===== config.mk =====
export PLATFORM = sky130hd
export DESIGN_NAME = dm_dump_arbiter
export DESIGN_NICKNAME = d
export VERILOG_FILES = /design/src/rtl/dm_dump_arbiter.sv
export SDC_FILE = /design/constraint.sdc
export NUM_CORES = 1
export LEC_CHECK = 0
export ABC_CLOCK_PERIOD_IN_PS = 1550
export CAP_MARGIN = 20
export CORE_AREA = 10 10 197 199
export DETAILED_ROUTE_END_ITERATION = 16
export DIE_AREA = 0 0 207 209
export HOLD_SLACK_MARGIN = 0.06
export MAX_ROUTING_LAYER = met4
export PLACE_DENSITY_LB_ADDON = 0.3
export SETUP_SLACK_MARGIN = 0.15
export SLEW_MARGIN = 20
export SYNTH_ARGS = -nofsm -noshare
export SYNTH_HDL_FRONTEND = slang
export SYNTH_SLANG_ARGS = --single-unit

===== constraint.sdc =====
create_clock -name CLOCK_50 -period 1.55 [get_ports CLOCK_50]
set_input_delay 0.31 -clock CLOCK_50 [delete_from_list [all_inputs] [get_ports CLOCK_50]]
set_output_delay 0.31 -clock CLOCK_50 [all_outputs]
set_load 0.005 [all_outputs]

===== src/rtl/dm_dump_arbiter.sv =====
// Data-memory port arbiter between the pipeline MEM stage and a read-only dump engine.
// The CPU passes through combinationally in IDLE. A dump edge walks all DEPTH words out on a valid/ready stream.
module dm_dump_arbiter #(
   parameter int N     = 64,
   parameter int DEPTH = 64
) (
   input  logic         CLOCK_50,
   input  logic         reset,
   input  logic         cpu_req,
   input  logic         cpu_we,
   input  logic [N-1:0] cpu_addr,
   input  logic [N-1:0] cpu_wdata,
   output logic [N-1:0] cpu_rdata,
   output logic         cpu_stall,
   output logic [N-1:0] mem_addr,
   output logic         mem_we,
   output logic [N-1:0] mem_wdata,
   input  logic [N-1:0] mem_rdata,
   input  logic         dump,
   output logic         dump_valid,
   input  logic         dump_ready,
   output logic [N-1:0] dump_addr,
   output logic [N-1:0] dump_data,
   output logic         dump_busy,
   output logic         dump_done
);

   localparam int           IW         = (DEPTH > 1) ? $clog2(DEPTH) : 1;
   localparam logic [IW-1:0] LAST_IDX  = IW'(DEPTH - 1);
   localparam logic [N-1:0] WORD_BYTES = N'(N / 8);

   typedef enum logic [1:0] {
      IDLE = 2'd0,
      DUMP = 2'd1,
      DONE = 2'd2
   } state_t;

   state_t        state_r;
   logic [IW-1:0] idx_r;
   logic          dump_q_r;
   logic          valid_r;
   logic          busy_r;
   logic          done_r;

   logic [N-1:0]  dump_addr_s;
   logic [N-1:0]  dump_data_s;
   logic [N-1:0]  mem_addr_s;
   logic [N-1:0]  mem_wdata_s;
   logic          mem_we_s;
   logic          cpu_stall_s;

   // dump_q resets high so a dump held through reset is not seen as a new edge.
   always_ff @(posedge CLOCK_50 or negedge reset) begin
      if (!reset) begin
         state_r  <= IDLE;
         idx_r    <= '0;
         dump_q_r <= 1'b1;
         valid_r  <= 1'b0;
         busy_r   <= 1'b0;
         done_r   <= 1'b0;
      end else begin
         dump_q_r <= dump;
         case (state_r)
            IDLE: begin
               if (dump && !dump_q_r) begin
                  state_r <= DUMP;
                  idx_r   <= '0;
                  valid_r <= 1'b1;
                  busy_r  <= 1'b1;
               end else begin
                  state_r <= IDLE;
               end
            end
            DUMP: begin
               if (dump_ready) begin
                  if (idx_r == LAST_IDX) begin
                     state_r <= DONE;
                     idx_r   <= '0;
                     valid_r <= 1'b0;
                     done_r  <= 1'b1;
                  end else begin
                     idx_r <= idx_r + 1'b1;
                  end
               end else begin
                  idx_r <= idx_r;
               end
            end
            DONE: begin
               state_r <= IDLE;
               done_r  <= 1'b0;
               busy_r  <= 1'b0;
            end
            default: begin
               state_r <= IDLE;
               idx_r   <= '0;
               valid_r <= 1'b0;
               busy_r  <= 1'b0;
               done_r  <= 1'b0;
            end
         endcase
      end
   end

   assign dump_addr_s = {{(N-IW){1'b0}}, idx_r} * WORD_BYTES;
   assign dump_data_s = (state_r == DUMP) ? mem_rdata : '0;

   // Memory port mux; mem_we is gated by reset so nothing is written while reset is held.
   always_comb begin
      mem_addr_s  = cpu_addr;
      mem_wdata_s = cpu_wdata;
      mem_we_s    = reset & cpu_req & cpu_we;
      cpu_stall_s = 1'b0;
      case (state_r)
         IDLE: begin
            mem_addr_s  = cpu_addr;
            mem_wdata_s = cpu_wdata;
            mem_we_s    = reset & cpu_req & cpu_we;
            cpu_stall_s = 1'b0;
         end
         DUMP, DONE: begin
            mem_addr_s  = dump_addr_s;
            mem_wdata_s = '0;
            mem_we_s    = 1'b0;
            cpu_stall_s = cpu_req;
         end
         default: begin
            mem_addr_s  = dump_addr_s;
            mem_wdata_s = '0;
            mem_we_s    = 1'b0;
            cpu_stall_s = cpu_req;
         end
      endcase
   end

   assign cpu_rdata  = mem_rdata;
   assign cpu_stall  = cpu_stall_s;
   assign mem_addr   = mem_addr_s;
   assign mem_we     = mem_we_s;
   assign mem_wdata  = mem_wdata_s;
   assign dump_valid = valid_r;
   assign dump_addr  = dump_addr_s;
   assign dump_data  = dump_data_s;
   assign dump_busy  = busy_r;
   assign dump_done  = done_r;

endmodule


==> out/results.tsv, run 1 <==
metric	value	unit
most used cell along the critical path	buf_6	
vias per cell	3.17	
DRT met1 WL	9.75	mm
Top FF cell, synth	dfrtp_1	
clock power share	7.3	%
Unique cell types	36	
vias in the first global route	4368	
dominant kind of combinational cell	simple AND/OR/NAND/NOR gates	
outcome	finished with violations	
Mapped Avg Cell Area	7.13	sq um
Area leader share	40.9	%
Wirelength per Cell	18.3	um
EDFF count, synth	0	
total gr overflow	0	
final period utilization	134	%
LEAKAGE	4.28	nW
Buf/Inv on CP	8	
latest clock arrival within the worst-skew pair	0.24	ns
Crit-path slowest cell	dfrtp_1	
final worst slack	-0.527	ns
max layer used	met4	
DP Worst Slack	-0.450	ns
Met3 Routed Length	1.87	mm
fin area	9100	sq um
Routed Antenna Nets	0	
largest net degree at the start of global routing	44	
dpl cells	1283	
Synth async-reset ratio	100	%
synth cell count leaders	and2_1 (186), buf_4 (122), clkbuf_1 (20), dfrtp_1 (11)	
synth warn	0	
initial antenna violation count	2	
Cell Area, Placed	7740	sq um
CP max stage delay	0.41	ns
Clock Path Buffers	2	
first-pass GRT wire length	30.0	mm
first-pass detailed-route iteration total	4	
clk sink count	12	
hold slack	0.469	ns
Top Registers	idx_r (6), state_r (2)	
Largest register FFs	6	
worst-path maximum fanout	6	
CTS root buf	clkbuf_16	
Final setup violation count	269	
worst-case clock skew	0.00149	ns
Registers, synthesis	12	
mapped cell area	2850	sq um
failing checks	setup timing	
sw power	0.00238	W
worst path arrival time	1.77	ns
Remaining DRCs	0	
Req. time, crit path	1.24	ns
[run 1: final cells by class]
cell class | instances | share of cell area (%)
clock buffer | 4 | 0.976
tap | 461 | 6.34
multi-input combinational | 296 | 22.9
sequential | 12 | 3.31
timing repair buffer | 584 | 66.3
antenna | 1 | 0.0275
inverter | 4 | 0.165
[run 1: final timing paths]
check                      startpoint           end  slack (ns)  depth (start not counted)
max                        state_r[0]  mem_addr[32]       -0.53                         10
min                             reset      idx_r[4]        0.47                          2
min reg2reg                 dump_busy     dump_busy        0.51                          2
min in group CLOCK_50       dump_busy     dump_busy        0.51                          2
max in group asynchronous       reset      dump_q_r        0.85                          2
max reg2reg                state_r[1]      idx_r[5]       -0.23                          7
[run 1: layout by cell type, fill, tap and decap left out, types with 4 or more instances in the layout]
cell type	netlist	routed
inv_1	4	4
buf_6	1	156
nand3_1	5	5
clkbuf_16	0	16
buf_8	0	6
conb_1	1	58
and2_4	0	123
mux2_4	0	4
buf_12	0	15
clkdlybuf4s50_1	0	270
nand2_1	5	5
buf_2	1	46
buf_16	0	5
and2_1	186	63
dfrtp_1	11	11
clkbuf_2	0	23
buf_4	122	49
[run 1: timing repair]
| action | CTS | global route |
|---|---|---|
| cloned | 5 | 19 |
| endpoints found under the setup margin | 276 | 277 |
| pin swaps | 12 | 63 |
| resized | 327 | 602 |
| buffers inserted | 17 | 34 |
[run 1: power by group through the flow]
stage / combinational (W) / clock (W) / sequential (W)
2_1_floorplan: 0.00155 / 0 / 0.000575
3_3_place_gp: 0.00442 / 0 / 0.000543
3_5_place_dp: 0.00439 / 0 / 0.000548
4_1_cts: 0.00466 / 0.000540 / 0.000545
5_1_grt: 0.00653 / 0.000560 / 0.000558
6_report: 0.00613 / 0.000529 / 0.000544
==> run_1/ff_map.png <==
Other sequential cells in the stronger gray, the rest of the logic in the fainter gray.
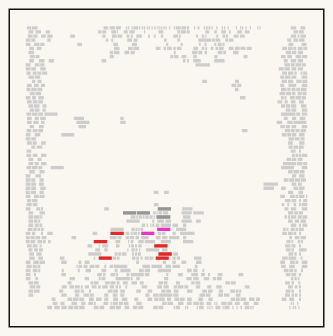
- idx_r: red (placed flops 6; where bottom center)
- state_r: magenta (placed flops 2)
Seq area share: 3.31%
Seq. cell area: 302 sq um
final core utilization: 26.0%
seq pwr: 0.000544 W

==> run_1/m3.png <==
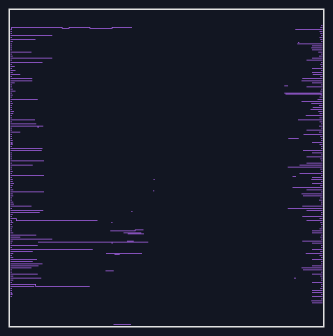
- nets with wire on the layer: 281
- longest straight run: 72.7 um
- share of all routed wire: 7.5%
- main direction: horizontal
wire length after detailed routing: 24.9 mm
GRT met3 Usage: 3.15%

==> run_1/port_trees.png <==
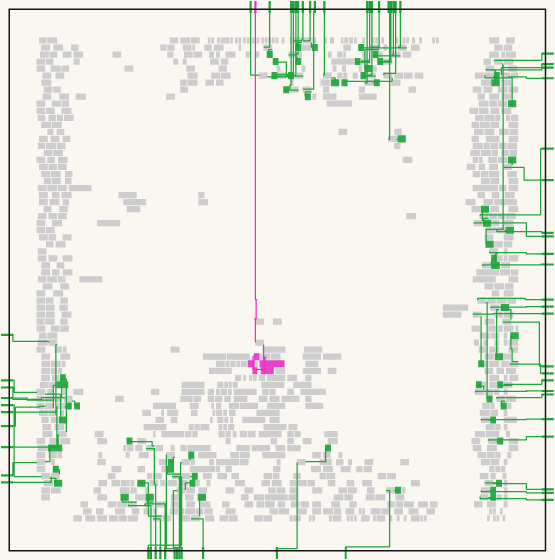
- cpu_wdata: green (bits 64; direction input; end cells 64; buffers 64; wire 2,200 um)
- dump: magenta (bits 1; direction input; end cells 5; buffers 2; wire 155 um)
Top Ports: 523
IO buf count: 464

==> run_1/placed.png <==
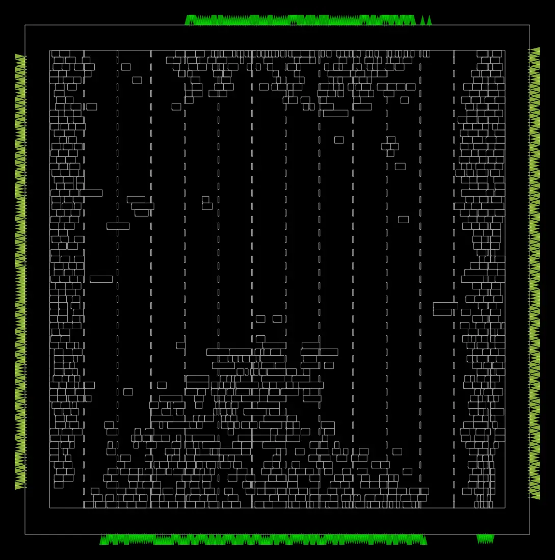
Finished Layout Cells: 1,362
Taps Inserted: 461
core area: 35,100 sq um
Std-Cell Rows: 69

==> run_1/route_heat.png <==
The die is cut into 21 by 21 equal tiles; black is low, pale yellow is high, scaled to the fullest tile. Values are wire area over tile area, all layers added.
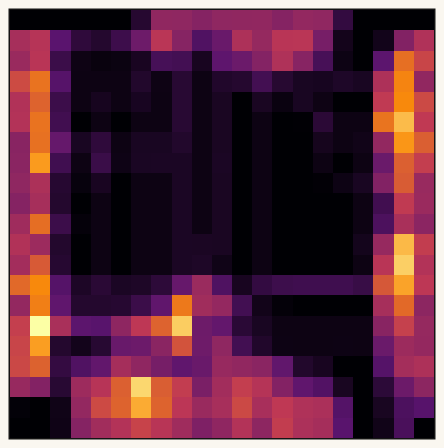

## Run 2: what changed since run 1
--- a/config.mk
+++ b/config.mk
@@ -20 +20,2 @@
 export SYNTH_SLANG_ARGS = --single-unit
+export TNS_END_PERCENT = 100
--- a/constraint.sdc
+++ b/constraint.sdc
@@ -3,2 +3,2 @@
 set_output_delay 0.31 -clock CLOCK_50 [all_outputs]
-set_load 0.005 [all_outputs]
+set_load 0.05 [all_outputs]
==> run_2/route_heat.png <==
The die is cut into 21 by 21 equal tiles; black is low, pale yellow is high, scaled to the fullest tile. Values are wire area over tile area, all layers added.
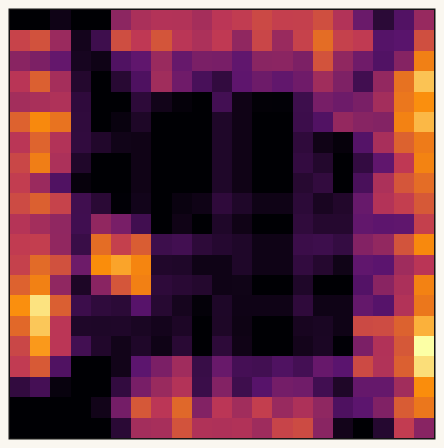
- emptiest ninth of the die: center
- nearly empty tiles: 16%
- fullest tile: 0.33
- tiles over half the peak: 21%
- mean over tiles: 0.090
All-Layer GR Usage: 10.4%
wire length after detailed routing: 24.0 mm
Vias: 4,168

==> run 2 against run 1 <==
Compared with the run above:
- the run still ends with setup timing left
- cell count is 1.3% lower
- highest routed layer unchanged
- synthesized cell count stayed put
- die size stayed put
- non-clock buffer count is 19 lower
- maximum frequency is 12% higher
- largest cell class unchanged
==> out/results.tsv, run 2 <==
metric	value	unit	change
outcome	finished with violations		
failing checks	setup timing		
vias per cell	3.10		-2.2%
#MultiIn Comb	296		unchanged
GRT met3 Usage	4.97	%	+1.8 points
Top FF cell, synth	dfrtp_1		
registers	12		unchanged
Non-Clock Inverter Count	4		unchanged
Hold Path Sink	idx_r[0]		
Finished Layout Cells	1344		-1.3%
most frequent logic cell in the layout	buf_12		
Wirelength per Cell	17.9	um	-2.4%
final core utilization	32.6	%	+6.7 points
Final setup violation count	196		-27%
Met3 Routed Length	2.59	mm	+39%
Clock Path Buffers	2		unchanged
clk tree area frac	0.777	%	-0.20 points
Req. time, crit path	1.24	ns	about the same
Top Layout Cells	buf_12 (269), clkdlybuf4s50_1 (190), and2_4 (150), buf_4 (89), conb_1 (58)		
Top Ports	523		unchanged
CTS root buf	clkbuf_16		
Ant. Diodes	2		+1
clock power share	4.4	%	-2.9 points
hold slack	0.548	ns	+0.0793 ns
Registers, synthesis	12		unchanged
total gr overflow	0		unchanged
Non-CTS buffers	565		-3.3%
IO buf count	464		unchanged
Area leader share	40.9	%	unchanged
Signal buf overhead	71.9	%	+5.6 points
DRT met1 WL	9.06	mm	-7.1%
first-pass GRT wire length	33.6	mm	+12%
Top Registers	idx_r (6), state_r (2)		
Unique cell types	36		unchanged
mapped cell area	2850	sq um	unchanged
final worst slack	-0.305	ns	+0.222 ns
clock buffers	4		unchanged
Synth async-reset ratio	100	%	unchanged
Max-area cell class	buffers		
reg2reg start	state_r[1]		
worst-case clock skew	0.00496	ns	+0.00348 ns
min-delay src	idx_r[0]		
dpl cells	1329		+3.6%
clk sink count	12		unchanged
vias in the first global route	4640		+6.2%
max layer used	met4		
latest clock arrival within the worst-skew pair	0.24	ns	about the same
core area	35100	sq um	unchanged
largest net degree at the start of global routing	45		+2.3%
fin area	11400	sq um	+26%
[run 2: cell count changes in the layout (fill, tap and decap cells not counted), moves of 27 or more]
| cell | delta |
|---|---|
| buf_12 | +254 |
| buf_6 | -151 |
| clkdlybuf4s50_1 | -80 |
| and2_1 | -63 |
| buf_2 | -46 |
| buf_4 | +40 |
| and2_2 | +36 |
| and2_4 | +27 |
[run 2: repair_timing]
action                                  4_1_cts  5_1_grt
cloned                                        0        4
setup buffers                                 2        3
gates resized                                 7       15
pin swaps                                     3        3
hold buffers                                  0        0
endpoints found under the setup margin      204      211
[run 2: metrics by stage]
step,worst slack [ns],setup TNS [ns]
floorplan,-0.0554,-1.38
global placement,-0.280,-6.41
detailed placement,-0.262,-7.95
CTS,-0.323,-49.92
global route,-0.374,-63.80
finish,-0.305,-50.55
[run 2: logic make-up (layout without fill, tap and decap cells)]
kind of cell | count (synthesis) | in the layout | synth area share (%)
flip-flops | 12 | 12 | 10.6
buffers and inverters | 148 | 573 | 35.9
AND/OR/NAND/NOR | 216 | 216 | 46.9
other | 1 | 60 | 0.132
XOR/XNOR | 1 | 1 | 0.308
multiplexers | 6 | 6 | 2.33
adder cells (fa/ha/maj) | 1 | 1 | 0.439
AND-OR/OR-AND | 14 | 14 | 3.34
[run 2: power by group through the flow]
stage / logic, W / registers, W / clock network (W)
finish: 0.0105 / 0.000693 / 0.000518
global route: 0.0109 / 0.000733 / 0.000556
CTS: 0.0105 / 0.000717 / 0.000537
detailed placement: 0.0104 / 0.000716 / 0
global placement: 0.0104 / 0.000715 / 0
floorplan: 0.00501 / 0.000970 / 0
[run 2: critical path: stages (launching register included)]
cell and delay, ns:
dfrtp_1 0.42, and2b_2 0.35, clkbuf_16 0.23, and2_2 0.18
buf_12 0.13
==> run_2/ff_map.png <==
Other sequential cells in the stronger gray, the rest of the logic in the fainter gray.
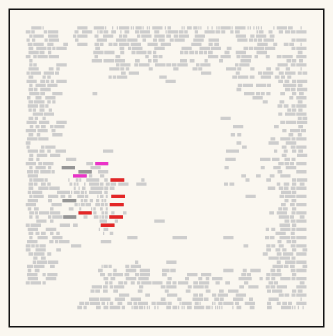

## Run 3: what changed since run 2
Settings changed: CORE_AREA 10 10 197 199 to 4 4 202 204, DIE_AREA 0 0 207 209 to 0 0 206 208.
==> run_3/ff_map.png <==
Other sequential cells in the stronger gray, the rest of the logic in the fainter gray.
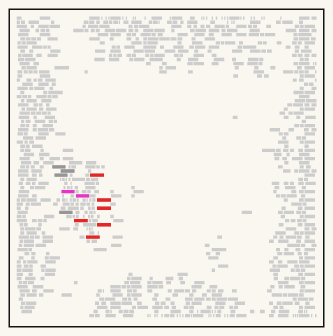
- idx_r: red (placed flops 6)
- state_r: magenta (placed flops 2)
- not colored: 4
seq pwr: 0.000672 W
Seq. cell area: 309 sq um
final core utilization: 30.2%
Seq area share: 2.60%

==> run 3 against run 2 <==
Compared with the run above:
- sequential share of layout area shrank 0.098 points
- highest routed layer unchanged
- cell count grew 6.0%
- the flow still finishes with violations (setup timing)
- non-clock buffer count grew 17
- area after synthesis is the same
==> out/results.tsv, run 3 <==
metric	value	unit	change
Critical Path Stages	5		+1
LEAKAGE	5.24	nW	
CP max stage delay	0.40	ns	-0.02 ns
IO buf count	464		unchanged
Basic Gates by Area	46.9	%	unchanged
vias per cell	3.01		-2.8%
Routability Congestion	0.729		
Crit-path slowest cell	dfrtp_1		
first-pass GRT wire length	28.4	mm	-16%
Clk. pwr	0.000486	W	-6.2%
Area leader share	40.9	%	unchanged
Adder Area Share	0.440	%	unchanged
reg2reg start	state_r[0]		
total gr overflow	0		unchanged
Vias	4296		+3.1%
Hold Path Class	input port to async pin		
Top Registers	idx_r (6), state_r (2)		
clk sink count	12		unchanged
xor/xnor share	0.308	%	unchanged
die outline height	208	um	
share of cells above drive strength 1	66.7	%	
Compound Share, Synth	3.34	%	unchanged
Log Warnings	29		
top power group	combinational logic		
Registers, synthesis	12		unchanged
Buf/Inv on CP	3		+1
Clock Path Buffers	2		unchanged
clock power share	4.0	%	-0.4 points
worst-case clock skew	0.00384	ns	-0.00113 ns
final worst slack	-0.318	ns	-0.0129 ns
P_comb	0.0111	W	+6%
failing checks	setup timing		
Top FF cell, synth	dfrtp_1		
outcome	finished with violations		
crit-path leading delay family	simple AND/OR/NAND/NOR gates		
worst-path maximum fanout	8		
latest clock arrival within the worst-skew pair	0.24	ns	about the same
Synth async-reset ratio	100	%	unchanged
most frequent logic cell in the layout	buf_12		
vias in the first global route	4523		-2.5%
fin area	11900	sq um	+3.8%
most used cell along the critical path	buf_12		
EDFF count, synth	0		
CP Cell Sequence	and2b_4 -> buf_12 -> clkbuf_16 -> and2_4 -> buf_12		
largest net degree at the start of global routing	33		-27%
Top Layout Cells	buf_12 (272), clkdlybuf4s50_1 (187), and2_4 (174), buf_4 (83), conb_1 (58)		
All-Layer GR Usage	8.95	%	-1.5 points
dominant kind of combinational cell	simple AND/OR/NAND/NOR gates		
CTS root buf	clkbuf_16		
mapped cell area	2850	sq um	unchanged
DP Worst Slack	-0.262	ns	+0.000271 ns
core area	39300	sq um	+12%
Wirelength per Cell	14.9	um	-17%
final period utilization	121	%	
Largest register FFs	6		
register share after synthesis	10.6	%	
pwr dens	1030	nW/um^2	
Top Ports	523		unchanged
hold_buf cts	0		unchanged
wire length after detailed routing	21.2	mm	-12%
Final setup violation count	199		+1.5%
Mux area share	2.33	%	unchanged
Req. time, crit path	1.24	ns	about the same
yosys cell count	399		
Net Sw Frac	48.0	%	
Unique cell types	36		unchanged
Fin Setup TNS	-51.43	ns	-0.886 ns
-- run 3: worst register-to-register path, stage by stage (launching register included) --
cell and delay, ns:
dfrtp_1 0.41, buf_4 0.16, buf_6 0.10, or4b_4 0.54, a22o_1 0.20, a211o_1 0.25
-- run 3: worst min path at each step --
stage                end  slack [ns]  depth (start not counted)
5_1_grt        dump_done        0.58                          3
6_report        idx_r[3]        0.52                          3
4_1_cts         idx_r[5]        0.55                          3
3_5_place_dp    idx_r[0]        0.54                          1
2_1_floorplan  dump_busy        0.01                          0
3_3_place_gp    idx_r[0]        0.53                          1
-- run 3: cell families after synthesis --
logic type | Yosys count
AOI/OAI and AO/OA | 14
adders and majority gates | 1
xor gates and xnor gates | 1
buffers and inverters | 148
muxes | 6
and+or+nand+nor | 216
DFF | 12
other | 1
-- run 3: timing repair --
| action | CTS | global route |
|---|---|---|
| pin swaps | 12 | 2 |
| buffers inserted | 8 | 5 |
| cloned | 2 | 6 |
| endpoints found under the setup margin | 203 | 210 |
| resized | 54 | 21 |
-- run 3: layout make-up --
cell class | count | area [sq um]
fillers | 4020 | 27400
repair buffers | 582 | 8530
multi-input cells | 296 | 2270
well taps | 525 | 657
flip-flops and latches | 12 | 309
clock buffers | 4 | 78.8
inverters | 4 | 17.5
diodes | 2 | 5.00
-- run 3: per-stage QoR --
step | power [W] | cells | hold WS (ns)
after floorplan | 0.00598 | 456 | 0.0144
after global placement | 0.0112 | 1398 | 0.525
after detailed placement | 0.0112 | 1398 | 0.542
after CTS | 0.0121 | 1412 | 0.550
after global routing | 0.0128 | 1425 | 0.577
final | 0.0122 | 1425 | 0.517
-- run 3: metal layers --
metal,vias up,GRT usage [%],routed length (um)
li1,2062,-,-
met1,1918,9.32,7460
met2,305,15.9,10700
met3,11,3.48,2730
met4,0,1.95,320
met5,-,-,0
Power is estimated from default activity; no workload was simulated.
